===== config.mk =====
export PLATFORM = sky130hd
export DESIGN_NAME = alu_final
export DESIGN_NICKNAME = d
export VERILOG_FILES = /design/src/rtl/alu_pkg.sv /design/src/rtl/alu_control.sv /design/src/rtl/alu_final.sv
export SDC_FILE = /design/constraint.sdc
export NUM_CORES = 1
export LEC_CHECK = 0
export CELL_PAD_IN_SITES_DETAIL_PLACEMENT = 0
export CELL_PAD_IN_SITES_GLOBAL_PLACEMENT = 1
export CORE_ASPECT_RATIO = 0.7
export CORE_UTILIZATION = 38
export CTS_CLUSTER_DIAMETER = 120
export DETAILED_ROUTE_END_ITERATION = 8
export GPL_TIMING_DRIVEN = 0
export PLACE_DENSITY = 0.73
export RECOVER_POWER = 50
export SYNTH_ARGS = -nofsm -noshare
export SYNTH_HDL_FRONTEND = slang
export SYNTH_SLANG_ARGS = --single-unit

===== constraint.sdc =====
create_clock -name clk -period 4.95 [get_ports clk]
set_clock_uncertainty 0.2 [all_clocks]
set_input_delay 0.99 -clock clk [delete_from_list [all_inputs] [get_ports clk]]
set_output_delay 0.99 -clock clk [all_outputs]
set_load 0.005 [all_outputs]

===== src/rtl/alu_pkg.sv =====
// Shared definitions for the ALU slice.
// Holds the main-decoder Alu_op encodings, the R-type funct field constants
// and the internal ALU-control enumeration that alu_control produces.
package alu_pkg;

    // Alu_op encodings from the main decoder
    localparam logic [1:0] ALU_OP_ADD   = 2'b00;  // lw/sw/addi
    localparam logic [1:0] ALU_OP_SUB   = 2'b01;  // beq
    localparam logic [1:0] ALU_OP_RTYPE = 2'b10;  // decode from funct
    localparam logic [1:0] ALU_OP_SLTI  = 2'b11;  // signed set-less-than

    // R-type funct field values
    localparam logic [5:0] FUNCT_ADD  = 6'b100000;
    localparam logic [5:0] FUNCT_ADDU = 6'b100001;
    localparam logic [5:0] FUNCT_SUB  = 6'b100010;
    localparam logic [5:0] FUNCT_SUBU = 6'b100011;
    localparam logic [5:0] FUNCT_AND  = 6'b100100;
    localparam logic [5:0] FUNCT_OR   = 6'b100101;
    localparam logic [5:0] FUNCT_XOR  = 6'b100110;
    localparam logic [5:0] FUNCT_NOR  = 6'b100111;
    localparam logic [5:0] FUNCT_SLT  = 6'b101010;
    localparam logic [5:0] FUNCT_SLTU = 6'b101011;
    localparam logic [5:0] FUNCT_SLLV = 6'b000100;
    localparam logic [5:0] FUNCT_SRLV = 6'b000110;
    localparam logic [5:0] FUNCT_SRAV = 6'b000111;

    // Internal ALU operation selected for the datapath
    typedef enum logic [3:0] {
        CtrlAdd,
        CtrlSub,
        CtrlAnd,
        CtrlOr,
        CtrlXor,
        CtrlNor,
        CtrlSlt,
        CtrlSltu,
        CtrlSll,
        CtrlSrl,
        CtrlSra,
        CtrlZero
    } alu_ctrl_e;

endpackage


===== src/rtl/alu_control.sv =====
// ALU control decoder (combinational).
// Ports:
//   alu_op   - in,  2 bits: main-decoder operation class
//   funct    - in,  6 bits: R-type function field (used only for R-type)
//   alu_ctrl - out, alu_ctrl_e: internal operation for the datapath
module alu_control
    import alu_pkg::*;
(
    input  logic [1:0] alu_op,
    input  logic [5:0] funct,
    output alu_ctrl_e  alu_ctrl
);

    always_comb begin
        alu_ctrl = CtrlZero;
        unique case (alu_op)
            ALU_OP_ADD:  alu_ctrl = CtrlAdd;
            ALU_OP_SUB:  alu_ctrl = CtrlSub;
            ALU_OP_SLTI: alu_ctrl = CtrlSlt;
            ALU_OP_RTYPE: begin
                case (funct)
                    FUNCT_ADD,
                    FUNCT_ADDU: alu_ctrl = CtrlAdd;
                    FUNCT_SUB,
                    FUNCT_SUBU: alu_ctrl = CtrlSub;
                    FUNCT_AND:  alu_ctrl = CtrlAnd;
                    FUNCT_OR:   alu_ctrl = CtrlOr;
                    FUNCT_XOR:  alu_ctrl = CtrlXor;
                    FUNCT_NOR:  alu_ctrl = CtrlNor;
                    FUNCT_SLT:  alu_ctrl = CtrlSlt;
                    FUNCT_SLTU: alu_ctrl = CtrlSltu;
                    FUNCT_SLLV: alu_ctrl = CtrlSll;
                    FUNCT_SRLV: alu_ctrl = CtrlSrl;
                    FUNCT_SRAV: alu_ctrl = CtrlSra;
                    default:    alu_ctrl = CtrlZero;
                endcase
            end
            default: alu_ctrl = CtrlZero;
        endcase
    end

endmodule


===== src/rtl/alu_final.sv =====
// Registered 32-bit MIPS-style ALU.
// One-cycle latency, a new operation accepted every cycle.
// Ports:
//   clk    - in,  1 bit: rising-edge clock
//   reset  - in,  1 bit: synchronous active-high reset
//   a      - in,  32 bits: operand A (rs)
//   b      - in,  32 bits: operand B (rt or immediate)
//   Alu_op - in,  2 bits: main-decoder operation class
//   funct  - in,  6 bits: R-type function field
//   result - out, 32 bits: registered ALU result
//   zero   - out, 1 bit: registered flag, 1 when result is zero
module alu_final
    import alu_pkg::*;
(
    input  logic        clk,
    input  logic        reset,
    input  logic [31:0] a,
    input  logic [31:0] b,
    input  logic [1:0]  Alu_op,
    input  logic [5:0]  funct,
    output logic [31:0] result,
    output logic        zero
);

    alu_ctrl_e   alu_ctrl;
    logic [31:0] result_d;
    logic        zero_d;
    logic [4:0]  shamt;

    alu_control u_alu_control (
        .alu_op   (Alu_op),
        .funct    (funct),
        .alu_ctrl (alu_ctrl)
    );

    // Variable shifts take their amount from the low five bits of operand A
    assign shamt = a[4:0];

    always_comb begin
        result_d = 32'h0000_0000;
        case (alu_ctrl)
            CtrlAdd:  result_d = a + b;
            CtrlSub:  result_d = a - b;
            CtrlAnd:  result_d = a & b;
            CtrlOr:   result_d = a | b;
            CtrlXor:  result_d = a ^ b;
            CtrlNor:  result_d = ~(a | b);
            CtrlSlt:  result_d = {31'b0, $signed(a) < $signed(b)};
            CtrlSltu: result_d = {31'b0, a < b};
            CtrlSll:  result_d = b << shamt;
            CtrlSrl:  result_d = b >> shamt;
            CtrlSra:  result_d = $unsigned($signed(b) >>> shamt);
            default:  result_d = 32'h0000_0000;
        endcase
    end

    // Flag derived from the same next-state value so result and zero never skew
    assign zero_d = (result_d == 32'h0000_0000);

    always_ff @(posedge clk) begin
        if (reset) begin
            result <= 32'h0000_0000;
            zero   <= 1'b1;
        end else begin
            result <= result_d;
            zero   <= zero_d;
        end
    end

endmodule


Figure 1. Clock routing (run 1).
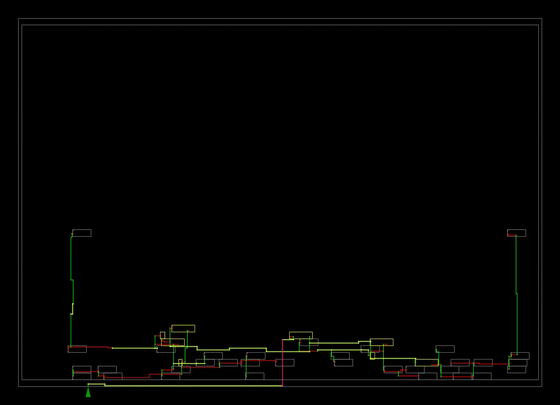
clk sinks: 33
clk pwr: 0.319 mW
final-layout clock buffer total: 6
number of flip-flops and latches: 33
total CTS buffers: 5

Figure 2. Metal layers overlaid (run 1).
Bar = 50 um. Only two layers are drawn.
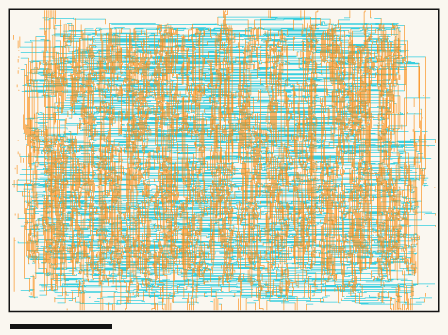
legend:
  M1:
    colour: cyan
    wire_length: 28.8 mm
  M2:
    colour: orange
    wire_length: 25.6 mm

Figure 3. Signal wires on met3 (run 1).
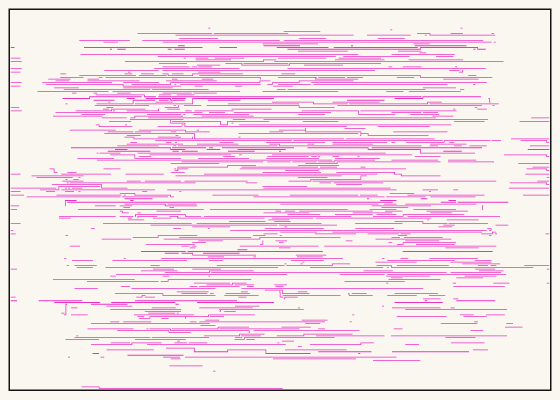
longest straight run: 127 um
nets with wire on the layer: 441
share of all routed wire: 18%
met3 usage: 22.0%
Routed WL: 69.8 mm
DR vias: 14,900

==> run summary, run 1 <==
Kind of critical path: in -> reg
Chip height: 147 um
Sum Neg Setup Slack: -0.0426 ns
CP max FO: 8
Min Tclk post-route: 4.99 ns
Failing checks: negative setup slack
Tot GR Track Use: 44.3%
Post-route setup slack: -0.0426 ns
Max-slew violations: 0
# setup viols final: 1
Fin util: 50.3%
Period Utilization, post-route: 101%
Status: complete, but fails checks
Register Area: 661 sq um
EDFF count, synth: 0
Chip Area, Yosys: 11,400 sq um
Share of cells above drive strength 1: 24.6%
Yosys cell count: 1,555
# H-tree levels: 2
VDD IR-drop max: 0.000125 V
-- run 1: cell type report --
cell class              count  share of cell area (%)
clock buffers               6                   0.880
plain buffers             103                    5.94
well taps                 378                    3.23
inverters                 112                    3.16
flip-flops and latches     33                    4.51
repair buffers            168                    10.6
diodes                      3                  0.0512
clock inverters             2                  0.0683
multi-input cells        1296                    71.6
-- run 1: sequential cells by signal, indices dropped and copies added (netlist names) --
| name | cells |
|---|---|
| result | 32 |
| zero | 1 |
-- run 1: cells by family after synthesis --
kind of cell,Yosys count
compound gates,524
xor+xnor,18
fa+ha+maj,101
buf+inv,226
flops,33
mux,136
simple gates,517
-- run 1: through the flow --
stage	cell area, sq um	total power [mW]	hold slack (ns)
floorplan	11400	1.20	0.859
global placement	12900	1.80	1.49
detailed placement	12900	1.79	1.49
CTS	14100	2.24	1.34
global route	14600	2.47	1.36
finish	14700	2.40	1.31
-- run 1: how the worst max path moves through the flow --
stage,cells after the start,endpoint,startpoint
after floorplan,15,zero,a[2]
after global placement,17,zero,a[2]
after detailed placement,17,zero,a[2]
after CTS,18,zero,a[4]
after global routing,15,zero,a[5]
final,14,zero,b[2]
-- run 1: cells in the final DEF (no fill, tap or decap), drive strengths merged, types with 35 or more instances in the layout --
master	n
nor2	163
a21oi	127
buf	126
nand2	118
inv	103
ha	99
o21ai	82
mux2i	62
clkbuf	62
nor3	59
mux4	44
nand3	35
-- run 1: repair_timing --
action,CTS,global route
setup buffers,41,24
resized,240,128
endpoints found under the hold margin,0,0
pin swaps,30,45
endpoints found under the setup margin,33,7
hold buffers,0,0
-- run 1: critical path, stage by stage --
cell             delay, ns
clkdlybuf4s15_1       0.44
inv_1                 0.18
ha_1                  0.29
o21bai_4              0.21
o2111ai_4             0.28
a31oi_4               0.14
a311oi_4              0.49
a21oi_2               0.12
a211o_1               0.27
a221o_2               0.38
or4_4                 0.56
nor4_4                0.22
nand4_1               0.17
o31ai_1               0.25
-- run 1: where the power goes --
group	total (mW)	internal, mW	switching [mW]
combinational	1.78	0.675	1.10
clock	0.319	0.185	0.134
sequential	0.302	0.295	0.00631
total	2.40	1.16	1.24
-- run 1: per-layer routing --
metal / part of all wire (%) / wire length (um) / up-vias / GRT usage (%)
met4: 4.0 / 2820 / 0 / 15.0
met3: 18 / 12500 / 209 / 22.0
met2: 37 / 25600 / 1356 / 57.0
met1: 41 / 28800 / 7147 / 62.2
met5: 0 / 0 / - / 0
li1: - / - / 6230 / -
## Run 2: what changed since run 1
--- a/config.mk
+++ b/config.mk
@@ -5,6 +5,7 @@
 export SDC_FILE = /design/constraint.sdc
 export NUM_CORES = 1
 export LEC_CHECK = 0
+export CAP_MARGIN = 20
 export CELL_PAD_IN_SITES_DETAIL_PLACEMENT = 0
 export CELL_PAD_IN_SITES_GLOBAL_PLACEMENT = 1
 export CORE_ASPECT_RATIO = 0.7
==> run 2 against run 1 <==
The flow still finishes with violations (negative setup slack). Routed wire length unchanged. Worst hold slack unchanged. Clock power about the same. Total power unchanged. Combinational power about the same. Largest power group unchanged. Synthesized cell count unchanged. Clock-buffer cell count unchanged. Sequential cell count unchanged. Critical path depth unchanged.
==> run summary, run 2 <==
Status: complete, but fails checks (unchanged)
Failing checks: negative setup slack (unchanged)
Chip height: 147 um (unchanged)
Max-slew violations: 0 (unchanged)
VDD IR-drop max: 0.000125 V (unchanged)
Clk sinks: 33 (unchanged)
Kind of critical path: in -> reg (unchanged)
Register Area: 661 sq um (unchanged)
Yosys cell count: 1,555 (unchanged)
Post-DRT Antenna Nets: 0 (unchanged)
Min Tclk post-route: 4.99 ns (unchanged)
Final Hold Fails: 0 (unchanged)
Largest Register: result (unchanged)
Core Util at FP: 39.0% (unchanged)
Core area: 29,100 sq um (unchanged)
Largest regs: result (32), zero (1) (unchanged)
Most numerous logic cell after layout: nor2_1 (unchanged)
Residual DRC count: 0 (unchanged)
Final instance area: 14,700 sq um (unchanged)
Overall power: 2.40 mW (unchanged)
Chip Area, Yosys: 11,400 sq um (unchanged)
Grt total ovfl: 0 (unchanged)
Crit path from: b[2] (unchanged)
Routed WL: 69.8 mm (unchanged)
# setup viols final: 1 (unchanged)
Yosys Warn Count: 0 (unchanged)
LEAKAGE: 6.04 nW (unchanged)
Max FFs per register: 32 (unchanged)
Tot GR Track Use: 44.3% (unchanged)
Most common logic cells in the final layout: nor2_1 (159), a21oi_1 (114), nand2_1 (111) (unchanged)
HP Class: in -> reg (unchanged)
Die width: 209 um (unchanged)
Period Utilization, post-route: 101% (unchanged)
Cell Area, Placed: 12,900 sq um (unchanged)
Post-route setup slack: -0.0426 ns (unchanged)
Max-cap violations: 0 (unchanged)
EDFF count, synth: 0 (unchanged)
Share of cells above drive strength 1: 24.6% (unchanged)
Site row count: 52 (unchanged)
Total CTS buffers: 5 (unchanged)
Fin util: 50.3% (unchanged)
# H-tree levels: 2 (unchanged)
Top cells by area: ha_1 (11%), mux4_2 (8.7%), dfxtp_1 (5.8%), a21oi_1 (5.5%), nor2_1 (5.3%) (unchanged)
DR vias: 14,900 (unchanged)
CP max FO: 8 (unchanged)
-- run 2: cells by family after synthesis --
logic type / Yosys count
simple gates: 517
xor+xnor: 18
flops: 33
buf+inv: 226
fa+ha+maj: 101
compound gates: 524
mux: 136
-- run 2: power breakdown --
group / total (mW) / internal (mW) / switching, mW
Sequential: 0.302 / 0.295 / 0.00631
Clock: 0.319 / 0.185 / 0.134
Combinational: 1.78 / 0.675 / 1.10
-- run 2: path summary, 6_finish.rpt --
kind / endpoint / slack (ns) / cells past startpoint
hold / removal: result[1] / 1.31 / 7
setup / recovery: zero / -0.04 / 14
-- run 2: metal layers --
layer	global-route usage (%)	up-vias	part of all wire, %
met1	62.2	7147	41
met5	0	-	0
met2	57.0	1356	37
met3	22.0	209	18
met4	15.0	0	4.0
li1	-	6230	-
-- run 2: through the flow --
step	setup TNS, ns	hold WS (ns)	setup WS [ns]	instances
floorplan	0	0.859	0.0231	1555
global placement	-41.24	1.49	-2.40	2036
detailed placement	-40.99	1.49	-2.39	2036
CTS	-0.0289	1.34	-0.0289	2080
global route	-0.0274	1.36	-0.0274	2098
finish	-0.0426	1.31	-0.0426	2101
-- run 2: repair_timing --
action                     CTS  global route
buffers inserted            41            24
gates resized              240           128
hold buffers                 0             0
pin swaps                   30            45
setup endpoints to repair   33             7
-- run 2: worst max-delay path, stage by stage --
cell,delay (ns)
clkdlybuf4s15_1,0.44
inv_1,0.18
ha_1,0.29
o21bai_4,0.21
o2111ai_4,0.28
a31oi_4,0.14
a311oi_4,0.49
a21oi_2,0.12
a211o_1,0.27
a221o_2,0.38
or4_4,0.56
nor4_4,0.22
nand4_1,0.17
o31ai_1,0.25
-- run 2: final cells by class --
class | instances | share of cell area [%]
well taps | 378 | 3.23
clock inverters | 2 | 0.0683
multi-input cells | 1296 | 71.6
plain buffers | 103 | 5.94
repair buffers | 168 | 10.6
diodes | 3 | 0.0512
flip-flops and latches | 33 | 4.51
inverters | 112 | 3.16
clock buffers | 6 | 0.880
Figure 4. Clock routing (run 2).
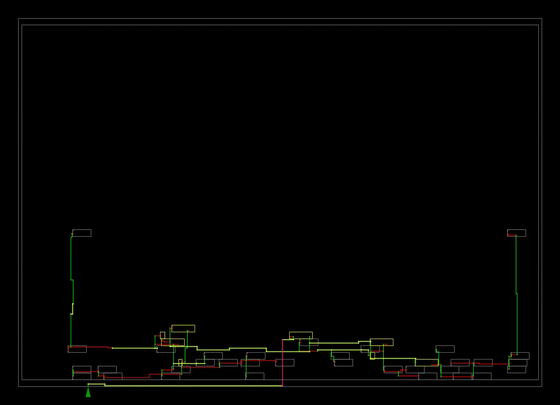

Figure 5. Supply network (run 2).
Bar = 50 um. Pins as bars on the die edge.
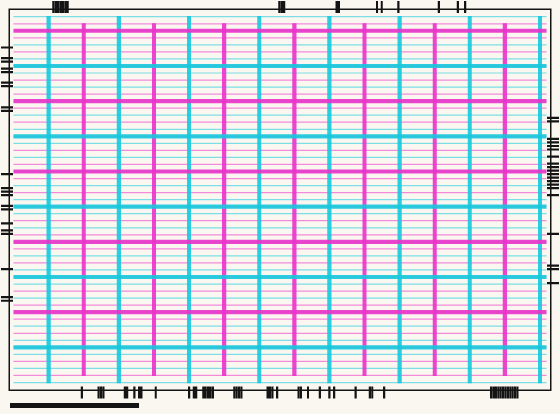
legend:
  VSS:
    colour: cyan
  VDD:
    colour: magenta
rows: 52
signal pins: 107
met4 straps: 15
met5 straps: 10
met1 rails: 53

Figure 6. M2 wires (run 2).
Bar = 50 um.
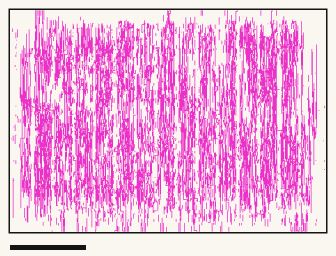
share of all routed wire: 37%
nets with wire on the layer: 1,577
main direction: vertical
longest straight run: 63.6 um
wire length on this layer: 25.6 mm
grt met2 use: 57.0%

No activity file was given, so power comes from the tool's default toggle rates.
